==> run_1/wires.png <==
Scale bar: 50 µm. Two of the layers only.
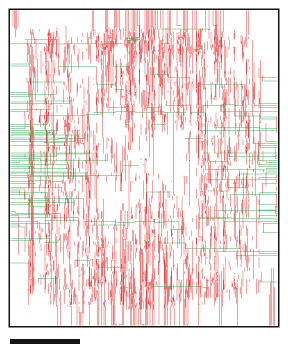
==> run_1/power_grid.png <==
Scale bar: 50 µm. Pins as bars on the die edge.
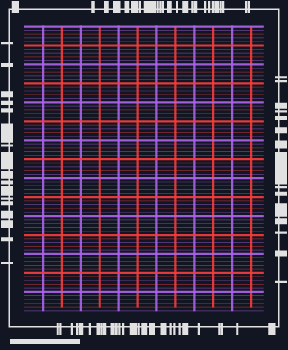
==> run_1/clocks.png <==
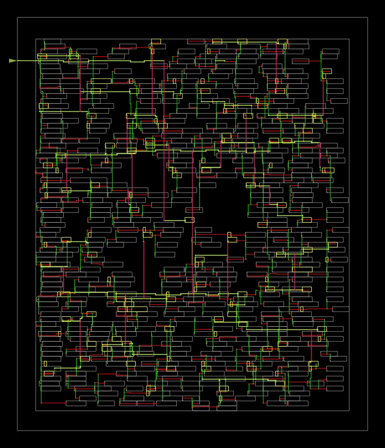
### src/rtl/dsp_fp32_issue_seq.sv
// -----------------------------------------------------------------------------
// dsp_fp32_issue_seq
//
// Issue sequencer that sits directly in front of dsp_slice_fp32. FP32 commands
// are buffered in a small FIFO. At most one command per cycle is driven onto
// the slice's registered enable/funct/accumulate/operand inputs. The first
// command of every accumulation group is issued with accumulate=0, and every
// later command of that group with accumulate=1. A valid/last shift register
// follows the slice pipeline, so res_valid/res_last mark the cycles in which
// resulta_flopped carries a real result.
//
// Ports
//   clk, clr             clock (rising edge), asynchronous active-high reset
//   in_valid/in_ready    command handshake (see below)
//   in_funct, in_ax/ay/az, in_last
//                        command payload; in_last closes its accumulation group
//   stall                downstream back-pressure; freezes issue and the slice
//   dsp_enable, dsp_funct, dsp_accum, dsp_ax/ay/az
//                        registered slice inputs
//   res_valid, res_last  resulta_flopped holds a real result / closes a group
//   fifo_count           number of buffered commands
//   busy                 open group, buffered commands, or results in flight
//   dbg_state            FSM state (0 = IDLE, 1 = GROUP)
//
// Handshake: a command transfers on every rising edge where in_valid and
// in_ready are both 1. in_ready depends only on the registered FIFO count
// (not full). A pop in the same cycle does not make room, so a full FIFO
// refuses the command even if it is draining that cycle. in_valid may drop
// or change freely while in_ready is 0.
// -----------------------------------------------------------------------------
module dsp_fp32_issue_seq #(
  parameter int DEPTH     = 4,
  parameter int SLICE_LAT = 2
) (
  input  logic                       clk,
  input  logic                       clr,
  input  logic                       in_valid,
  output logic                       in_ready,
  input  logic [3:0]                 in_funct,
  input  logic [31:0]                in_ax,
  input  logic [31:0]                in_ay,
  input  logic [31:0]                in_az,
  input  logic                       in_last,
  input  logic                       stall,
  output logic                       dsp_enable,
  output logic [3:0]                 dsp_funct,
  output logic                       dsp_accum,
  output logic [31:0]                dsp_ax,
  output logic [31:0]                dsp_ay,
  output logic [31:0]                dsp_az,
  output logic                       res_valid,
  output logic                       res_last,
  output logic [$clog2(DEPTH+1)-1:0] fifo_count,
  output logic                       busy,
  output logic                       dbg_state
);

  localparam int AW = $clog2(DEPTH);
  localparam int CW = $clog2(DEPTH + 1);
  localparam int EW = 1 + 4 + 3 * 32;

  localparam logic [0:0] S_IDLE  = 1'b0;
  localparam logic [0:0] S_GROUP = 1'b1;

  // FIFO storage: {last, funct, ax, ay, az}
  logic [EW-1:0]        mem_q [DEPTH];
  logic [AW-1:0]        wr_ptr_q;
  logic [AW-1:0]        rd_ptr_q;
  logic [CW-1:0]        count_q;
  logic [CW-1:0]        count_d;

  logic [0:0]           state_q;
  logic [0:0]           state_d;

  logic                 en_q;
  logic                 en_d;
  logic                 accum_q;
  logic                 accum_d;
  logic                 real_q;      // the command on the slice inputs is real (not a bubble)
  logic                 real_d;
  logic                 last_q;      // the command on the slice inputs closes a group
  logic                 last_d;
  logic [3:0]           funct_q;
  logic [31:0]          ax_q;
  logic [31:0]          ay_q;
  logic [31:0]          az_q;

  logic [SLICE_LAT-1:0] vld_sr_q;
  logic [SLICE_LAT-1:0] vld_sr_d;
  logic [SLICE_LAT-1:0] lst_sr_q;
  logic [SLICE_LAT-1:0] lst_sr_d;

  logic                 push;
  logic                 pop;
  logic                 fifo_empty;
  logic                 inflight;

  logic                 head_last;
  logic [3:0]           head_funct;
  logic [31:0]          head_ax;
  logic [31:0]          head_ay;
  logic [31:0]          head_az;

  assign in_ready   = (count_q != CW'(DEPTH));
  assign push       = in_valid & in_ready;
  assign fifo_empty = (count_q == '0);

  assign {head_last, head_funct, head_ax, head_ay, head_az} = mem_q[rd_ptr_q];

  // A real command sitting on the slice inputs this cycle counts as in flight.
  // This keeps the bubbles going from the first enabled cycle, so a lone
  // command still sees its result SLICE_LAT enabled cycles later.
  assign inflight = (|vld_sr_q) | (en_q & real_q);

  // Issue decision for the next cycle.
  always_comb begin
    state_d = state_q;
    pop     = 1'b0;
    en_d    = 1'b0;
    accum_d = 1'b0;
    real_d  = 1'b0;
    last_d  = 1'b0;
    if (!stall) begin
      unique case (state_q)
        S_IDLE: begin
          if (!fifo_empty) begin
            pop     = 1'b1;
            en_d    = 1'b1;
            real_d  = 1'b1;
            last_d  = head_last;
            state_d = head_last ? S_IDLE : S_GROUP;
          end else if (inflight) begin
            // Bubble: flushes pending results out of the slice; no group is
            // open, so the accumulator holds nothing worth keeping.
            en_d = 1'b1;
          end
        end
        S_GROUP: begin
          // An empty FIFO leaves the slice frozen. A bubble here would
          // corrupt the running accumulation.
          if (!fifo_empty) begin
            pop     = 1'b1;
            en_d    = 1'b1;
            accum_d = 1'b1;
            real_d  = 1'b1;
            last_d  = head_last;
            if (head_last) begin
              state_d = S_IDLE;
            end
          end
        end
        default: state_d = S_IDLE;
      endcase
    end
  end

  always_comb begin
    unique case ({push, pop})
      2'b10:   count_d = count_q + CW'(1);
      2'b01:   count_d = count_q - CW'(1);
      default: count_d = count_q;
    endcase
  end

  generate
    if (SLICE_LAT == 1) begin : g_sr_one
      assign vld_sr_d = real_q;
      assign lst_sr_d = last_q;
    end else begin : g_sr_multi
      assign vld_sr_d = {vld_sr_q[SLICE_LAT-2:0], real_q};
      assign lst_sr_d = {lst_sr_q[SLICE_LAT-2:0], last_q};
    end
  endgenerate

  // Payload storage needs no reset; the pointers and the count define what is valid.
  always_ff @(posedge clk) begin
    if (push) begin
      mem_q[wr_ptr_q] <= {in_last, in_funct, in_ax, in_ay, in_az};
    end
  end

  always_ff @(posedge clk or posedge clr) begin
    if (clr) begin
      wr_ptr_q <= '0;
      rd_ptr_q <= '0;
      count_q  <= '0;
      state_q  <= S_IDLE;
      en_q     <= 1'b0;
      accum_q  <= 1'b0;
      real_q   <= 1'b0;
      last_q   <= 1'b0;
      funct_q  <= '0;
      ax_q     <= '0;
      ay_q     <= '0;
      az_q     <= '0;
      vld_sr_q <= '0;
      lst_sr_q <= '0;
    end else begin
      count_q <= count_d;
      state_q <= state_d;
      en_q    <= en_d;
      accum_q <= accum_d;
      real_q  <= real_d;
      last_q  <= last_d;
      if (push) begin
        wr_ptr_q <= wr_ptr_q + AW'(1);
      end
      if (pop) begin
        rd_ptr_q <= rd_ptr_q + AW'(1);
        funct_q  <= head_funct;
        ax_q     <= head_ax;
        ay_q     <= head_ay;
        az_q     <= head_az;
      end
      // The tracker advances only on edges where the slice advances.
      if (en_q) begin
        vld_sr_q <= vld_sr_d;
        lst_sr_q <= lst_sr_d;
      end
    end
  end

  assign dsp_enable = en_q;
  assign dsp_funct  = funct_q;
  assign dsp_accum  = accum_q;
  assign dsp_ax     = ax_q;
  assign dsp_ay     = ay_q;
  assign dsp_az     = az_q;
  assign res_valid  = vld_sr_q[SLICE_LAT-1];
  assign res_last   = lst_sr_q[SLICE_LAT-1] & res_valid;
  assign fifo_count = count_q;
  assign busy       = (state_q != S_IDLE) | (count_q != '0) | inflight;
  assign dbg_state  = state_q;

endmodule

### config.mk
export PLATFORM = sky130hd
export DESIGN_NAME = dsp_fp32_issue_seq
export DESIGN_NICKNAME = d
export VERILOG_FILES = /design/src/rtl/dsp_fp32_issue_seq.sv
export SDC_FILE = /design/constraint.sdc
export NUM_CORES = 1
export LEC_CHECK = 0
export CORE_ASPECT_RATIO = 1.2
export CORE_MARGIN = 10
export CORE_UTILIZATION = 54
export CTS_BUF_LIST = sky130_fd_sc_hd__clkbuf_8
export CTS_CLUSTER_DIAMETER = 120
export DETAILED_ROUTE_END_ITERATION = 10
export DONT_BUFFER_PORTS = 1
export PLACE_DENSITY = 0.66
export SYNTH_ARGS = -nofsm -noshare
export SYNTH_HDL_FRONTEND = slang
export SYNTH_SLANG_ARGS = --single-unit
### constraint.sdc
create_clock -name clk -period 12.7 [get_ports clk]
set_clock_uncertainty 0.2 [all_clocks]
set_input_delay 2.54 -clock clk [delete_from_list [all_inputs] [get_ports clk]]
set_output_delay 2.54 -clock clk [all_outputs]
set_load 0.005 [all_outputs]
==> flow_summary.rst, run 1 <==
Physical design figures
=======================

.. list-table::
   :header-rows: 1

   * - Metric
     - Value
   * - Post-route non-filler standard cell count
     - 1377
   * - Power density of the placed cells
     - ~240 mW/mm²
   * - Static leakage power
     - between 7 and 8 nW
   * - Total number of placement rows
     - about 75
   * - Count of nets left with antenna violations after detail routing
     - 0
   * - Initial antenna violation count
     - 0
   * - Clock tree root driver cell
     - sky130_fd_sc_hd__clkbuf_8
   * - Biggest area consumer among synthesized cells
     - sky130_fd_sc_hd__edfxtp_1
   * - Maximum clock path buffer count
     - 3
   * - Share of flip-flops with an asynchronous set or reset
     - 0.223
   * - Top cell type's share of synthesized area
     - 0.631
   * - Port Buf Inserts
     - 0
   * - NumNets Final
     - between 900 and 1k
   * - Most instantiated logic cells after routing
     - sky130_fd_sc_hd__edfxtp_1 (404), sky130_fd_sc_hd__dfrtp_1 (114), sky130_fd_sc_hd__mux4_2 (101), sky130_fd_sc_hd__clkbuf_8 (88), sky130_fd_sc_hd__mux2_4 (60)
   * - Number of logged tool warnings
     - 29
   * - Maximum net fanout on the critical path
     - 6
   * - Length of the first detailed-routing pass in iterations
     - 4
   * - Yosys warns
     - 0
   * - Placement Cell Area
     - 0.0197 mm²
   * - Required time at the endpoint of the critical path
     - around 10 ns
   * - Pins Over Slew Limit
     - 0
   * - Leading register cell type out of synthesis
     - sky130_fd_sc_hd__edfxtp_1
   * - Startpoint Class
     - flop
   * - Beginning of the worst hold path
     - last_q
   * - Clk_lat worst skew
     - 0.59 ns
   * - Number of cells in Yosys stat
     - 799
   * - Flip-flops with a built-in enable
     - between 400 and 500
   * - Quantity of hold-fixing buffers added after cts
     - 0
   * - Post-CTS Setup Bufs
     - 0
   * - Vias in the first global route
     - ~9k
   * - Clock input transition at the sequential cells of the worst setup and hold paths
     - 0.06 ns
   * - Switching Share
     - 0.275
   * - WL per Instance
     - between 20 and 30 µm
   * - Final HPWL DP
     - between 20 and 25 mm
   * - R2r startpoint
     - fifo_count[0]
   * - Placed Cells
     - 1237
   * - Overflow after GRT
     - 0
   * - Area of the mapped netlist
     - 0.0192 mm²
   * - Worst reg-to-reg path cell count
     - 5
   * - CTS tree
     - built
   * - Data arrival, critical path
     - around 1.8 ns
   * - Worst reg2reg path endpoint
     - dsp_az[30]
   * - Tot GR Track Use
     - 0.169
   * - Fraction of layout instances using a drive strength above 1
     - 0.355
   * - Relative slew slack
     - 0.258
   * - Post-synthesis cell count
     - ~800
   * - Final WL
     - roughly 37 mm
   * - Run status
     - finished, final reports clean
   * - Share of total power in the clock network
     - 0.258
   * - Layout Utilization
     - 0.605
   * - Highest clock frequency the design can meet
     - approximately 0.22 GHz
   * - # fillers
     - between 2k and 3k
   * - Combinational share of power
     - 0.221
   * - Crit Path Category
     - reg -> out
   * - Internal portion of total power
     - approximately 3.7 mW
   * - Seq cells post-synth
     - ~520
   * - Detail-routed via count per cell
     - slightly below 6
   * - Max-Cap Viols
     - 0
   * - Slew at the pin closest to its max-slew limit
     - 1.11 ns
   * - Number of different library cells in the post-synthesis netlist
     - 28
   * - Remaining design rule violation count
     - 0
   * - Capture endpoint of the worst hold path
     - lst_sr_q[0]
   * - Maximum number of pins on one net before global-route repair
     - approximately 67
   * - Final Hold Violating Endpoints
     - 0
   * - Switching power of the nets
     - between 1 and 1.5 mW
   * - DRC violation total after the first TritonRoute iteration
     - ~430
   * - Post-synthesis to final-layout area growth
     - 10.4%
   * - Yosys stat chip area
     - between 0.015 and 0.02 mm²
   * - IO Count
     - roughly 220
   * - Final standard cell area without fillers
     - roughly 0.021 mm²
   * - Worst min-delay path class
     - reg -> reg
   * - Sequential area share after synthesis
     - 0.782
   * - Effective utilization at floorplan
     - 0.548
   * - Global-route wire length before repair
     - about 55 mm
-- wires.png (at the start) --
Key: red = metal 2 [wire length 19100 µm]; green = metal 3 [wire length 3620 µm]

-- power_grid.png (at the start) --
Key: purple = VSS; red = VDD
15 straps on met5. The core has 75 rows. 76 met1 rails follow the rows. 215 signal pins sit on the boundary. 12 straps on met4.
die height: 227 µm
width of the die: 192 µm
area of the core region: 0.0351 mm²
highest ir drop seen on vdd: 0.137 mV

-- clocks.png (at the start) --
CTS buffer count: 79
clock tree buffer count of the final layout: 88
Clk. pwr: 1.31 mW
flip-flops: 520
clock sink count: 520

-- run 1: critical path: stages, from the launching register on --
cell and delay (ns):
sky130_fd_sc_hd__dfrtp_1 0.46, sky130_fd_sc_hd__a2111oi_0 0.61, sky130_fd_sc_hd__nand2_1 0.18
-- run 1: Yosys cell counts, types with 2 or more instances --
cell type                  number
sky130_fd_sc_hd__mux2i_1        2
sky130_fd_sc_hd__mux4_2       101
sky130_fd_sc_hd__mux2_4        60
sky130_fd_sc_hd__inv_1          8
sky130_fd_sc_hd__ha_1           5
sky130_fd_sc_hd__buf_6          8
sky130_fd_sc_hd__nor2_1         2
sky130_fd_sc_hd__and3_1         4
sky130_fd_sc_hd__clkbuf_1       7
sky130_fd_sc_hd__buf_4          6
sky130_fd_sc_hd__mux2_2        45
sky130_fd_sc_hd__xor2_1         4
sky130_fd_sc_hd__xnor2_1        2
sky130_fd_sc_hd__buf_2          7
sky130_fd_sc_hd__dfrtp_1      116
sky130_fd_sc_hd__buf_1          5
sky130_fd_sc_hd__edfxtp_1     404
sky130_fd_sc_hd__and2_1         3
-- run 1: flip-flops by register name, summed over array words and instances, names as in the netlist, named ones only --
name,flops
real_q,1
dsp_enable,1
dsp_funct,4
wr_ptr_q,2
rd_ptr_q,2
mem_q,404
last_q,1
dsp_ax,32
dsp_accum,1
fifo_count,3
vld_sr_q,2
lst_sr_q,2
dsp_ay,32
dsp_az,32
-- run 1: how the worst max path moves through the flow --
stage,slack (ns),depth (start not counted),endpoint,from
after floorplan,6.89,1,async pin,clr
after global placement,7.72,4,dsp_ax[28],stall
after detailed placement,7.65,4,dsp_ax[22],stall
after CTS,8.08,2,busy,dsp_enable
final,8.13,2,busy,dsp_enable
after global routing,8.05,2,busy,dsp_enable
-- run 1: metal layers --
layer / GRT usage / part of all wire
met1: 0.187 / 0.36
met2: 0.281 / 0.52
met3: 0.0796 / 0.098
met4: 0.0596 / 0.024
met5: 0 / 0
-- run 1: area by class of cell --
| type | count | area, µm² | area share |
|---|---|---|---|
| well taps | 462 | 578 | 0.0272 |
| clock inverters | 52 | 310 | 0.0146 |
| clock buffers | 88 | 1210 | 0.0571 |
| flip-flops and latches | 520 | 15000 | 0.709 |
| repair buffers | 10 | 75.1 | 0.00354 |
| inverters | 8 | 35.0 | 0.00165 |
| multi-input cells | 237 | 3980 | 0.187 |
-- run 1: cells by family after synthesis --
kind of cell	Yosys count	synth area share
flops	520	0.782
mux	208	0.192
simple gates	15	0.00514
compound gates	2	0.000846
xor+xnor	6	0.00273
fa+ha+maj	6	0.00429
buf+inv	42	0.0130
-- run 1: power by group through the flow --
stage               registers, mW  logic (mW)  clock network (mW)
floorplan                    2.52        1.01                   0
global placement             2.67        1.12                   0
detailed placement           2.70        1.15                   0
CTS                          2.67        1.15                1.35
global route                 2.71        1.21                1.43
finish                       2.64        1.12                1.31
-- run 1: per-stage QoR --
| step | hold slack [ns] | total power [mW] |
|---|---|---|
| finish | 0.298 | 5.08 |
| global route | 0.302 | 5.35 |
| global placement | 0.267 | 3.79 |
| detailed placement | 0.272 | 3.85 |
| floorplan | 0.254 | 3.53 |
| CTS | 0.298 | 5.18 |
==> run_1/placement_by_type.png <==
Fill, decap, tap and diode cells in gray.
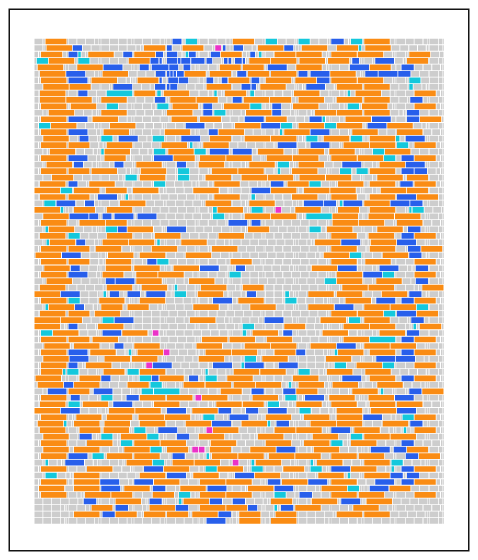

==> run 1 -> run 2 <==
--- a/config.mk
+++ b/config.mk
@@ -12,7 +12,7 @@
 export CTS_CLUSTER_DIAMETER = 120
 export DETAILED_ROUTE_END_ITERATION = 10
 export DONT_BUFFER_PORTS = 1
-export PLACE_DENSITY = 0.66
+export PLACE_DENSITY = 0.69
 export SYNTH_ARGS = -nofsm -noshare
 export SYNTH_HDL_FRONTEND = slang
 export SYNTH_SLANG_ARGS = --single-unit
==> constraint.sdc (replaced) <==
create_clock -name clk -period 4 [get_ports clk]
set_clock_uncertainty 0.2 [all_clocks]
set_input_delay 0.8 -clock clk [delete_from_list [all_inputs] [get_ports clk]]
set_output_delay 0.8 -clock clk [all_outputs]
set_load 0.005 [all_outputs]
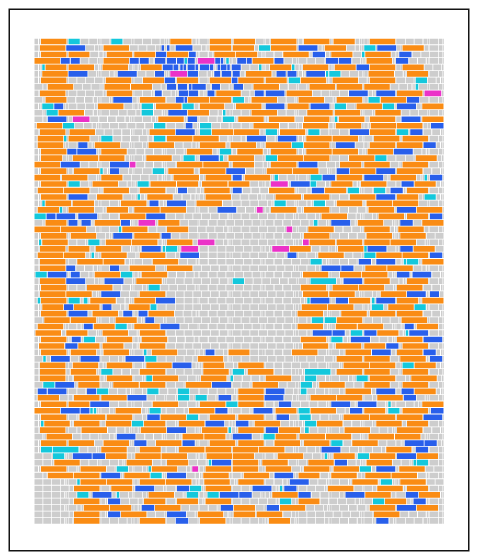
(run_2/placement_by_type.png)
Fill, decap, tap and diode cells in gray.
Key: cyan = clock drivers and dummy loads [cells 149]; blue = combinational and other logic [cells 245]; orange = flops [cells 520]; magenta = other buffers and delay cells [cells 14]
Layout Utilization: 0.612
total number of placement rows: 75
final standard cell area without fillers: 0.0215 mm²
sequential fraction of total cell area: 0.701

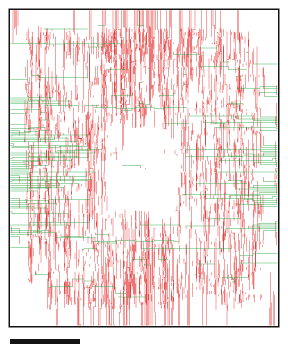
(run_2/wires.png)
Scale bar: 50 µm. Two of the layers only.
Key: green = metal 3 [wire length 3790 µm]; red = metal 2 [wire length 18900 µm]
Tot GR Track Use: 0.172
WL per Instance: 26.6 µm
final WL: 37.0 mm

==> flow_summary.rst, run 2 <==
Physical design figures
=======================

.. list-table::
   :header-rows: 1

   * - Metric
     - Value
   * - Run status
     - finished, final reports clean
   * - Area of the mapped netlist
     - 0.0192 mm² (unchanged)
   * - Flop-to-flop setup slack
     - 1.29 ns
   * - Mean area per synthesized cell
     - 24.1 µm²
   * - Pins Over Slew Limit
     - 0 (unchanged)
   * - Required time at the endpoint of the critical path
     - 3.00 ns (-6.96 ns)
   * - Area used by multi-input combinational logic
     - 0.00398 mm² (unchanged)
   * - Die Outline Area
     - roughly 0.044 mm²
   * - Top cells by area
     - sky130_fd_sc_hd__edfxtp_1 (63%), sky130_fd_sc_hd__dfrtp_1 (15%), sky130_fd_sc_hd__mux4_2 (12%)
   * - Static leakage power
     - 7.55 nW (+1.2%)
   * - # setup viols final
     - 0
   * - Register share of total power
     - 0.512
   * - Port Buf Inserts
     - 0 (unchanged)
   * - Post-synthesis to final-layout area growth
     - 11.6%
   * - NumNets Final
     - 973 (+0.62%)
   * - Seq cells post-synth
     - 520 (unchanged)
   * - Yosys warns
     - 0 (unchanged)
   * - Worst min-delay path class
     - in -> reg
   * - Effective utilization at floorplan
     - 0.548 (unchanged)
   * - Clock tree root driver cell
     - sky130_fd_sc_hd__clkbuf_8
   * - Most repeated cell in the gate-level netlist after synthesis
     - sky130_fd_sc_hd__edfxtp_1
   * - Switching Share
     - 0.275 (about the same)
   * - Post-placement setup slack
     - ~1.3 ns
   * - Remaining design rule violation count
     - 0 (unchanged)
   * - Share of flip-flops with an asynchronous set or reset
     - 0.223 (unchanged)
   * - CTS tree
     - built
   * - Clock input transition at the sequential cells of the worst setup and hold paths
     - 0.06 ns (about the same)
   * - Highest clock frequency the design can meet
     - around 0.36 GHz
   * - Post-route setup TNS
     - 0 ns
   * - Detail-routed via count per cell
     - 5.76 (about the same)
   * - Leading post-synthesis cells by instance count
     - sky130_fd_sc_hd__edfxtp_1 (404), sky130_fd_sc_hd__dfrtp_1 (116), sky130_fd_sc_hd__mux4_2 (101), sky130_fd_sc_hd__mux2_4 (60), sky130_fd_sc_hd__mux2_2 (45)
   * - Post-synthesis cell count
     - 799 (unchanged)
   * - Total power after layout
     - 16.4 mW (+220%)
   * - Flop area
     - 0.0150 mm² (unchanged)
   * - Combinational share of power
     - 0.226 (+0.005)
   * - Number of gates resized after CTS
     - 0
   * - Maximum net fanout on the critical path
     - 6 (unchanged)
   * - CTS buffer count
     - 81 (+2.5%)
   * - Fraction of layout instances using a drive strength above 1
     - 0.363 (+0.00796)
   * - Post-CTS Setup Bufs
     - 0 (unchanged)
   * - Most instantiated logic cells after routing
     - sky130_fd_sc_hd__edfxtp_1 (404), sky130_fd_sc_hd__dfrtp_1 (114), sky130_fd_sc_hd__mux4_2 (101), sky130_fd_sc_hd__clkbuf_8 (96), sky130_fd_sc_hd__mux2_4 (60)
   * - Share of total power in the clock network
     - 0.262 (+0.004)
   * - Largest register FFs
     - 404 (unchanged)
   * - Post-route setup slack
     - between 1 and 1.5 ns
   * - Die height
     - 227 µm (unchanged)
   * - Relative slew slack
     - 0.224 (-0.0335)
   * - Leading register cell type out of synthesis
     - sky130_fd_sc_hd__edfxtp_1
   * - Clk_lat worst skew
     - 0.60 ns (about the same)
   * - DRC violation total after the first TritonRoute iteration
     - 448 (+3.5%)
   * - Width of the die
     - 192 µm (unchanged)
   * - # fillers
     - 2424 (-4.0%)
   * - Placed Cells
     - 1241 (+0.32%)
   * - Switching power of the nets
     - 4.50 mW (+220%)
   * - Placer congestion estimate
     - about 0.76
   * - Maximum number of pins on one net before global-route repair
     - 105 (+57%)
   * - Number of different library cells in the post-synthesis netlist
     - 28 (unchanged)
   * - Internal portion of total power
     - 11.9 mW (+220%)
   * - Maximum clock path buffer count
     - 3 (unchanged)
   * - Length of the first detailed-routing pass in iterations
     - 4 (unchanged)
   * - Yosys stat chip area
     - 0.0192 mm² (unchanged)
   * - Final Hold Violating Endpoints
     - 0 (unchanged)
   * - Vias
     - 8007
   * - Top cell type's share of synthesized area
     - 0.631 (unchanged)
   * - Number of levels in the clock H-tree
     - 3
   * - Number of cells in Yosys stat
     - 799 (unchanged)
   * - Register bank with the most flops
     - mem_q
   * - Power density of the placed cells
     - 763 mW/mm² (+220%)
   * - Quantity of hold-fixing buffers added after cts
     - 0 (unchanged)
   * - Number of logged tool warnings
     - 33 (+14%)
   * - Post-layout min period
     - roughly 2.8 ns
   * - Post-route non-filler standard cell count
     - 1390 (+0.94%)
   * - Overflow after GRT
     - 0 (unchanged)
   * - Net count after synthesis
     - slightly above 900
   * - IO Count
     - 215 (unchanged)
   * - Max-Cap Viols
     - 0 (unchanged)
   * - Count of nets left with antenna violations after detail routing
     - 0 (unchanged)
   * - Vias in the first global route
     - 9158 (+2.7%)
   * - Type of element capturing the critical path
     - primary output
   * - Startpoint Class
     - flop
   * - Area of the core region
     - 0.0351 mm² (unchanged)
   * - Data arrival, critical path
     - 1.77 ns (-0.06 ns)
   * - Setup repair after global routing missed its margin
     - no
   * - Final period util
     - 0.692
   * - Highest ir drop seen on vdd
     - 0.542 mV (+290%)
   * - Crit Path Category
     - reg -> out
   * - Final HPWL DP
     - 22.1 mm (-0.23%)
   * - Biggest area consumer among synthesized cells
     - sky130_fd_sc_hd__edfxtp_1
   * - Commonest Layout Cell
     - sky130_fd_sc_hd__edfxtp_1
   * - Total inserted antenna cells
     - 0
   * - Flip-flops with a built-in enable
     - 404 (unchanged)
   * - Global-route wire length before repair
     - 56.2 mm (+2.5%)
   * - Clock sink count
     - 520 (unchanged)
   * - Slew at the pin closest to its max-slew limit
     - 1.16 ns (+0.0503 ns)
   * - Sequential area share after synthesis
     - 0.782 (unchanged)
   * - Initial antenna violation count
     - 0 (unchanged)
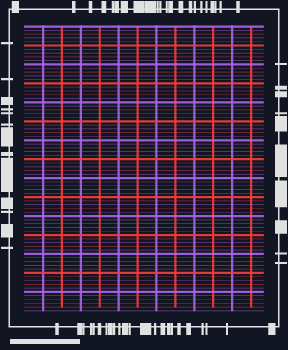
(run_2/power_grid.png)
Scale bar: 50 µm. Pins as bars on the die edge.
Key: red = VDD; purple = VSS
12 straps on met4. 215 signal pins sit on the boundary. 76 met1 rails follow the rows.

run 2: cell type report:
| class | count | area share |
|---|---|---|
| well taps | 462 | 0.0269 |
| clock buffers | 96 | 0.0615 |
| flip-flops and latches | 520 | 0.701 |
| repair buffers | 14 | 0.0101 |
| multi-input cells | 237 | 0.185 |
| clock inverters | 53 | 0.0139 |
| inverters | 8 | 0.00157 |
run 2: cells by family (layout without fill, tap and decap cells):
family	after synthesis	count (layout)	synth area share
xor gates and xnor gates	6	6	0.00273
DFF	520	520	0.782
adders and majority gates	6	6	0.00429
AOI/OAI and AO/OA	2	2	0.000846
muxes	208	208	0.192
buffers and inverters	42	171	0.0130
and+or+nand+nor	15	15	0.00514
run 2: path summary, 6_finish.rpt:
| check | endpoint | cells past startpoint | start |
|---|---|---|---|
| worst max-delay path | busy | 2 | dsp_enable |
| worst min-delay path | dsp_enable | 1 | stall |
| worst max register to register | fifo_count[2] | 9 | fifo_count[0] |
| worst min register to register | lst_sr_q[1] | 1 | lst_sr_q[1] |
| max in group asynchronous | dsp_ay[27] | 2 | clr |
| min in group asynchronous | dsp_ax[24] | 1 | clr |
run 2: stage by stage:
stage / utilization / hold WS [ns] / instance area [µm²]
floorplan: - / 0.254 / 19200
global placement: 0.566 / 0.262 / 19800
detailed placement: 0.566 / 0.289 / 19800
CTS: 0.612 / 0.0247 / 21500
global route: 0.612 / 0.0212 / 21500
finish: 0.612 / 0.0729 / 21500
run 2: worst max-delay path: stages (launching register included):
cell                        delay, ns
sky130_fd_sc_hd__dfrtp_1         0.47
sky130_fd_sc_hd__a2111oi_0       0.54
sky130_fd_sc_hd__nand2_1         0.18
run 2: routing by layer:
metal	share of wire	track usage
met5	0	0
met4	0.017	0.0516
met3	0.10	0.0792
met2	0.51	0.286
met1	0.37	0.195
run 2: power by group through the flow:
stage | clock network (mW) | registers [mW] | logic [mW]
3_5_place_dp | 0 | 8.55 | 3.78
5_1_grt | 4.68 | 8.57 | 3.98
2_1_floorplan | 0 | 8.01 | 3.21
3_3_place_gp | 0 | 8.45 | 3.65
4_1_cts | 4.43 | 8.45 | 3.79
6_report | 4.29 | 8.38 | 3.70
==> run_2/clk_routes.png <==
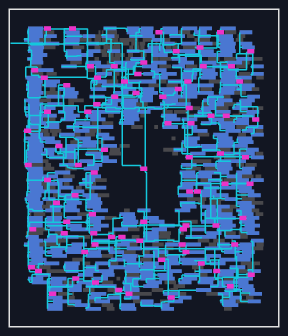

==> run 2 -> run 3 <==
==> constraint.sdc (replaced) <==
create_clock -name clk -period 2.4 [get_ports clk]
set_clock_uncertainty 0.2 [all_clocks]
set_input_delay 0.48 -clock clk [delete_from_list [all_inputs] [get_ports clk]]
set_output_delay 0.48 -clock clk [all_outputs]
set_load 0.005 [all_outputs]
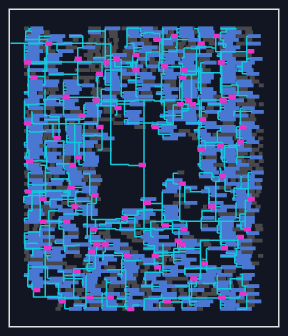
(run_3/clk_routes.png)
Key: cyan = clock wires [length 5760 µm]; magenta = clock drivers [count 79]; blue = flip-flops [count 520]
There are 80 routed clock nets. Position of the flops: spread over the die.

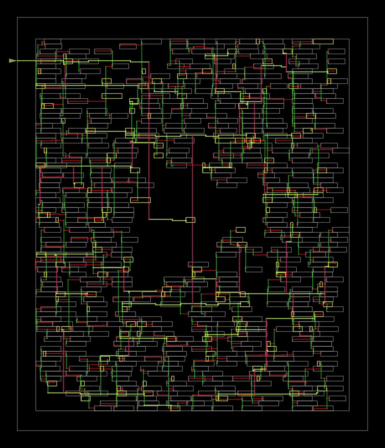
(run_3/clocks.png)
clock tree buffer count of the final layout: 85
clk_lat worst skew: 0.59 ns
Clk. pwr: 6.96 mW

==> flow_summary.rst, run 3 <==
Physical design figures
=======================

.. list-table::
   :header-rows: 1

   * - Metric
     - Value
   * - Final period util
     - 0.953
   * - Yosys stat chip area
     - 0.0192 mm² (unchanged)
   * - Die height
     - 227 µm (unchanged)
   * - Highest ir drop seen on vdd
     - 0.680 mV (+25%)
   * - Relative slew slack
     - 0.463 (+0.239)
   * - Leading register cell type out of synthesis
     - sky130_fd_sc_hd__edfxtp_1
   * - Maximum net fanout on the critical path
     - 2 (-4)
   * - Number of cells in Yosys stat
     - 799 (unchanged)
   * - Largest register FFs
     - 404 (unchanged)
   * - Die Outline Area
     - 0.0436 mm² (unchanged)
   * - Initial antenna violation count
     - 4 (+4)
   * - Slowest cell on crit path
     - sky130_fd_sc_hd__or3b_4
   * - Total number of placement rows
     - 75 (unchanged)
   * - Leading post-synthesis cells by instance count
     - sky130_fd_sc_hd__edfxtp_1 (404), sky130_fd_sc_hd__dfrtp_1 (116), sky130_fd_sc_hd__mux4_2 (101), sky130_fd_sc_hd__mux2_4 (60), sky130_fd_sc_hd__mux2_2 (45)
   * - Capture endpoint of the worst hold path
     - fifo_count[0]
   * - Share of flip-flops with an asynchronous set or reset
     - 0.223 (unchanged)
   * - CTS buffer count
     - 79 (-2.5%)
   * - Post-synthesis to final-layout area growth
     - 17.6%
   * - Setup repair after global routing missed its margin
     - no
   * - Post-route setup slack
     - 0.112 ns (-1.12 ns)
   * - Clock sink count
     - 520 (unchanged)
   * - Register bank with the most flops
     - mem_q
   * - Max-Cap Viols
     - 0 (unchanged)
   * - Pins Over Slew Limit
     - 0 (unchanged)
   * - Post-route non-filler standard cell count
     - 1504 (+8.2%)
   * - CTS tree
     - built
   * - Count of nets left with antenna violations after detail routing
     - 0 (unchanged)
   * - Most instantiated logic cells after routing
     - sky130_fd_sc_hd__edfxtp_1 (404), sky130_fd_sc_hd__dfrtp_1 (114), sky130_fd_sc_hd__dlygate4sd3_1 (103), sky130_fd_sc_hd__mux4_2 (101), sky130_fd_sc_hd__clkbuf_8 (85)
   * - Startpoint Class
     - flop
   * - Flip-flops with a built-in enable
     - 404 (unchanged)
   * - Top cell type's share of synthesized area
     - 0.631 (unchanged)
   * - # setup viols final
     - 0 (unchanged)
   * - Post-route setup TNS
     - 0 ns (unchanged)
   * - Overflow after GRT
     - 0 (unchanged)
   * - Placer congestion estimate
     - 0.751 (-1.5%)
   * - Commonest Layout Cell
     - sky130_fd_sc_hd__edfxtp_1
   * - R2r startpoint
     - fifo_count[1]
   * - IO Count
     - 215 (unchanged)
   * - Detail-routed via count per cell
     - 5.62 (-2.5%)
   * - Number of logged tool warnings
     - 34 (+3.0%)
   * - Fraction of layout instances using a drive strength above 1
     - 0.344 (-0.0195)
   * - Crit Path Category
     - reg -> reg
   * - Hold Path Cell Cnt
     - 3 (+2)
   * - Net count after synthesis
     - 910 (unchanged)
   * - Biggest area consumer among synthesized cells
     - sky130_fd_sc_hd__edfxtp_1
   * - Post-placement setup slack
     - 0.0227 ns (-1.31 ns)
   * - Clock tree root driver cell
     - sky130_fd_sc_hd__clkbuf_8
   * - Required time at the endpoint of the critical path
     - 2.68 ns (-0.32 ns)
   * - Highest clock frequency the design can meet
     - approximately 0.44 GHz
   * - Flop-to-flop setup slack
     - 0.11 ns (-1.18 ns)
   * - Power density of the placed cells
     - 1220 mW/mm² (+60%)
   * - Beginning of the worst hold path
     - stall
   * - WL per Instance
     - 24.8 µm (-7.0%)
   * - Delay of the slowest cell on the worst path
     - 0.40 ns (-0.14 ns)
   * - Post-layout min period
     - between 2 and 2.5 ns
   * - Top cells by area
     - sky130_fd_sc_hd__edfxtp_1 (63%), sky130_fd_sc_hd__dfrtp_1 (15%), sky130_fd_sc_hd__mux4_2 (12%)
   * - Final HPWL DP
     - 21.9 mm (-0.77%)
   * - Mean area per synthesized cell
     - 24.1 µm² (unchanged)
   * - Cell type with the highest occurrence count on the critical path
     - sky130_fd_sc_hd__xor2_1
   * - Area of the core region
     - 0.0351 mm² (unchanged)
   * - Cells traversed along the worst timing path
     - or3b_4 > and2_4 > inv_2 > ha_4 > inv_1 > fa_2 > xor2_1 > nor2_1 > xor2_1
   * - Final standard cell area without fillers
     - 0.0226 mm² (+5.4%)
   * - Static leakage power
     - 8.05 nW (+6.5%)
   * - Tot GR Track Use
     - 0.175 (+0.00285)
   * - Final Hold Violating Endpoints
     - 0 (unchanged)
   * - Maximum clock path buffer count
     - 3 (unchanged)
   * - Sequential area share after synthesis
     - 0.782 (unchanged)
   * - Most repeated cell in the gate-level netlist after synthesis
     - sky130_fd_sc_hd__edfxtp_1
   * - Placement Cell Area
     - 0.0200 mm² (+0.74%)
   * - Clock input transition at the sequential cells of the worst setup and hold paths
     - 0.06 ns (about the same)
   * - Worst reg-to-reg path cell count
     - 9 (unchanged)
   * - # fillers
     - 2316 (-4.5%)
   * - Length of the first detailed-routing pass in iterations
     - 6 (+2)
   * - Type of element capturing the critical path
     - flop
   * - Area of the mapped netlist
     - 0.0192 mm² (unchanged)
   * - Yosys warns
     - 0 (unchanged)
   * - Data arrival, critical path
     - 2.57 ns (+0.80 ns)
   * - Remaining design rule violation count
     - 0 (unchanged)
   * - Run status
     - finished, final reports clean
   * - Maximum number of pins on one net before global-route repair
     - 117 (+11%)
   * - Number of levels in the clock H-tree
     - 3 (unchanged)
   * - Width of the die
     - 192 µm (unchanged)
   * - Number of different library cells in the post-synthesis netlist
     - 28 (unchanged)
   * - Total power after layout
     - 27.6 mW (+69%)
   * - Worst min-delay path class
     - in -> reg
   * - Vias in the first global route
     - 9672 (+5.6%)
   * - Effective utilization at floorplan
     - 0.548 (unchanged)
   * - NumNets Final
     - 1084 (+11%)
   * - Global-route wire length before repair
     - 57.7 mm (+2.8%)
   * - Seq cells post-synth
     - 520 (unchanged)
   * - Post-synthesis cell count
     - 799 (unchanged)
   * - Slew at the pin closest to its max-slew limit
     - 0.805 ns (-0.358 ns)
   * - Worst reg2reg path endpoint
     - fifo_count[2]
   * - Placed Cells
     - 1249 (+0.64%)
   * - Port Buf Inserts
     - 0 (unchanged)
   * - DRC violation total after the first TritonRoute iteration
     - 374 (-17%)
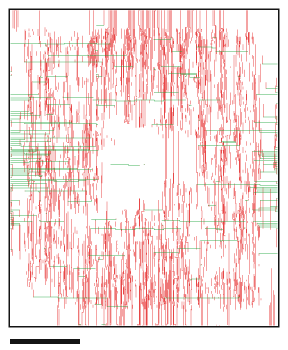
(run_3/wires.png)
Scale bar: 50 µm. Two of the layers only.
Vias: 8447
final WL: 37.3 mm

-- run 3: cell count changes in the layout (fill, tap and decap cells not counted), moves of 3 or more --
cell	change
sky130_fd_sc_hd__clkinv_2	+13
sky130_fd_sc_hd__buf_4	+3
sky130_fd_sc_hd__diode_2	+3
sky130_fd_sc_hd__clkinv_1	-8
sky130_fd_sc_hd__clkbuf_8	-11
sky130_fd_sc_hd__buf_12	+7
sky130_fd_sc_hd__dlygate4sd3_1	+103
-- run 3: worst max-delay path by stage --
stage,start,endpoint,slack (ns),cells past startpoint
after global routing,dsp_enable,busy,0.004,2
final,fifo_count[1],fifo_count[2],0.11,9
after floorplan,fifo_count[2],mem_q[0][0],-0.21,2
after global placement,fifo_count[0],fifo_count[2],0.13,9
after detailed placement,fifo_count[0],fifo_count[2],0.02,9
after CTS,fifo_count[0],fifo_count[2],0.005,9
-- run 3: area by class of cell --
class / count / area (µm²) / area share
antenna: 3 / 7.51 / 0.000332
clock buffer: 85 / 1170 / 0.0517
clock inverter: 62 / 379 / 0.0168
inverter: 8 / 33.8 / 0.00149
multi-input combinational: 237 / 4000 / 0.177
sequential: 520 / 15000 / 0.665
tap: 462 / 578 / 0.0255
timing repair buffer: 127 / 1410 / 0.0624
-- run 3: worst max-delay path: cells and delay by family, from the launching register on --
| kind | cells | cell delay (ns) |
|---|---|---|
| adder cells (fa/ha/maj) | 2 | 0.47 |
| flip-flops | 1 | 0.39 |
| buffers and inverters | 2 | 0.12 |
| AND/OR/NAND/NOR | 3 | 0.68 |
| XOR/XNOR | 2 | 0.34 |
-- run 3: metal layers --
metal	global-route usage	up-vias	share of wire
li1	-	3637	-
met1	0.202	4496	0.37
met2	0.301	246	0.53
met3	0.0587	66	0.075
met4	0.0558	2	0.020
met5	0	-	0.00038
-- run 3: kinds of logic (layout without fill, tap and decap cells) --
logic type                 Yosys count  in the layout  synth area share
adders and majority gates            6              6           0.00429
and+or+nand+nor                     15             15           0.00514
other                                0              3                 0
AOI/OAI and AO/OA                    2              2          0.000846
xor gates and xnor gates             6              6           0.00273
buffers and inverters               42            282            0.0130
DFF                                520            520             0.782
muxes                              208            208             0.192
-- run 3: through the flow --
step,hold slack (ns),util
after global routing,0.0919,0.645
after floorplan,0.254,-
final,0.131,0.645
after detailed placement,0.267,0.570
after CTS,0.00868,0.643
after global placement,0.265,0.570
-- run 3: what timing repair did --
action / 4_1_cts / 5_1_grt
hold buffers: 103 / 0
pin swaps: 0 / 4
setup endpoints to repair: 1 / 1
cloned: 0 / 0
setup buffers: 0 / 2
endpoints found under the hold margin: 523 / 0
resized: 2 / 6
-- run 3: power by group --
part | total (mW) | internal [mW] | switching [mW]
registers | 13.7 | 12.3 | 1.42
clock network | 6.96 | 3.73 | 3.24
logic | 6.93 | 3.88 | 3.04
Power figures rest on the tool's default switching activity, not on a simulated workload.
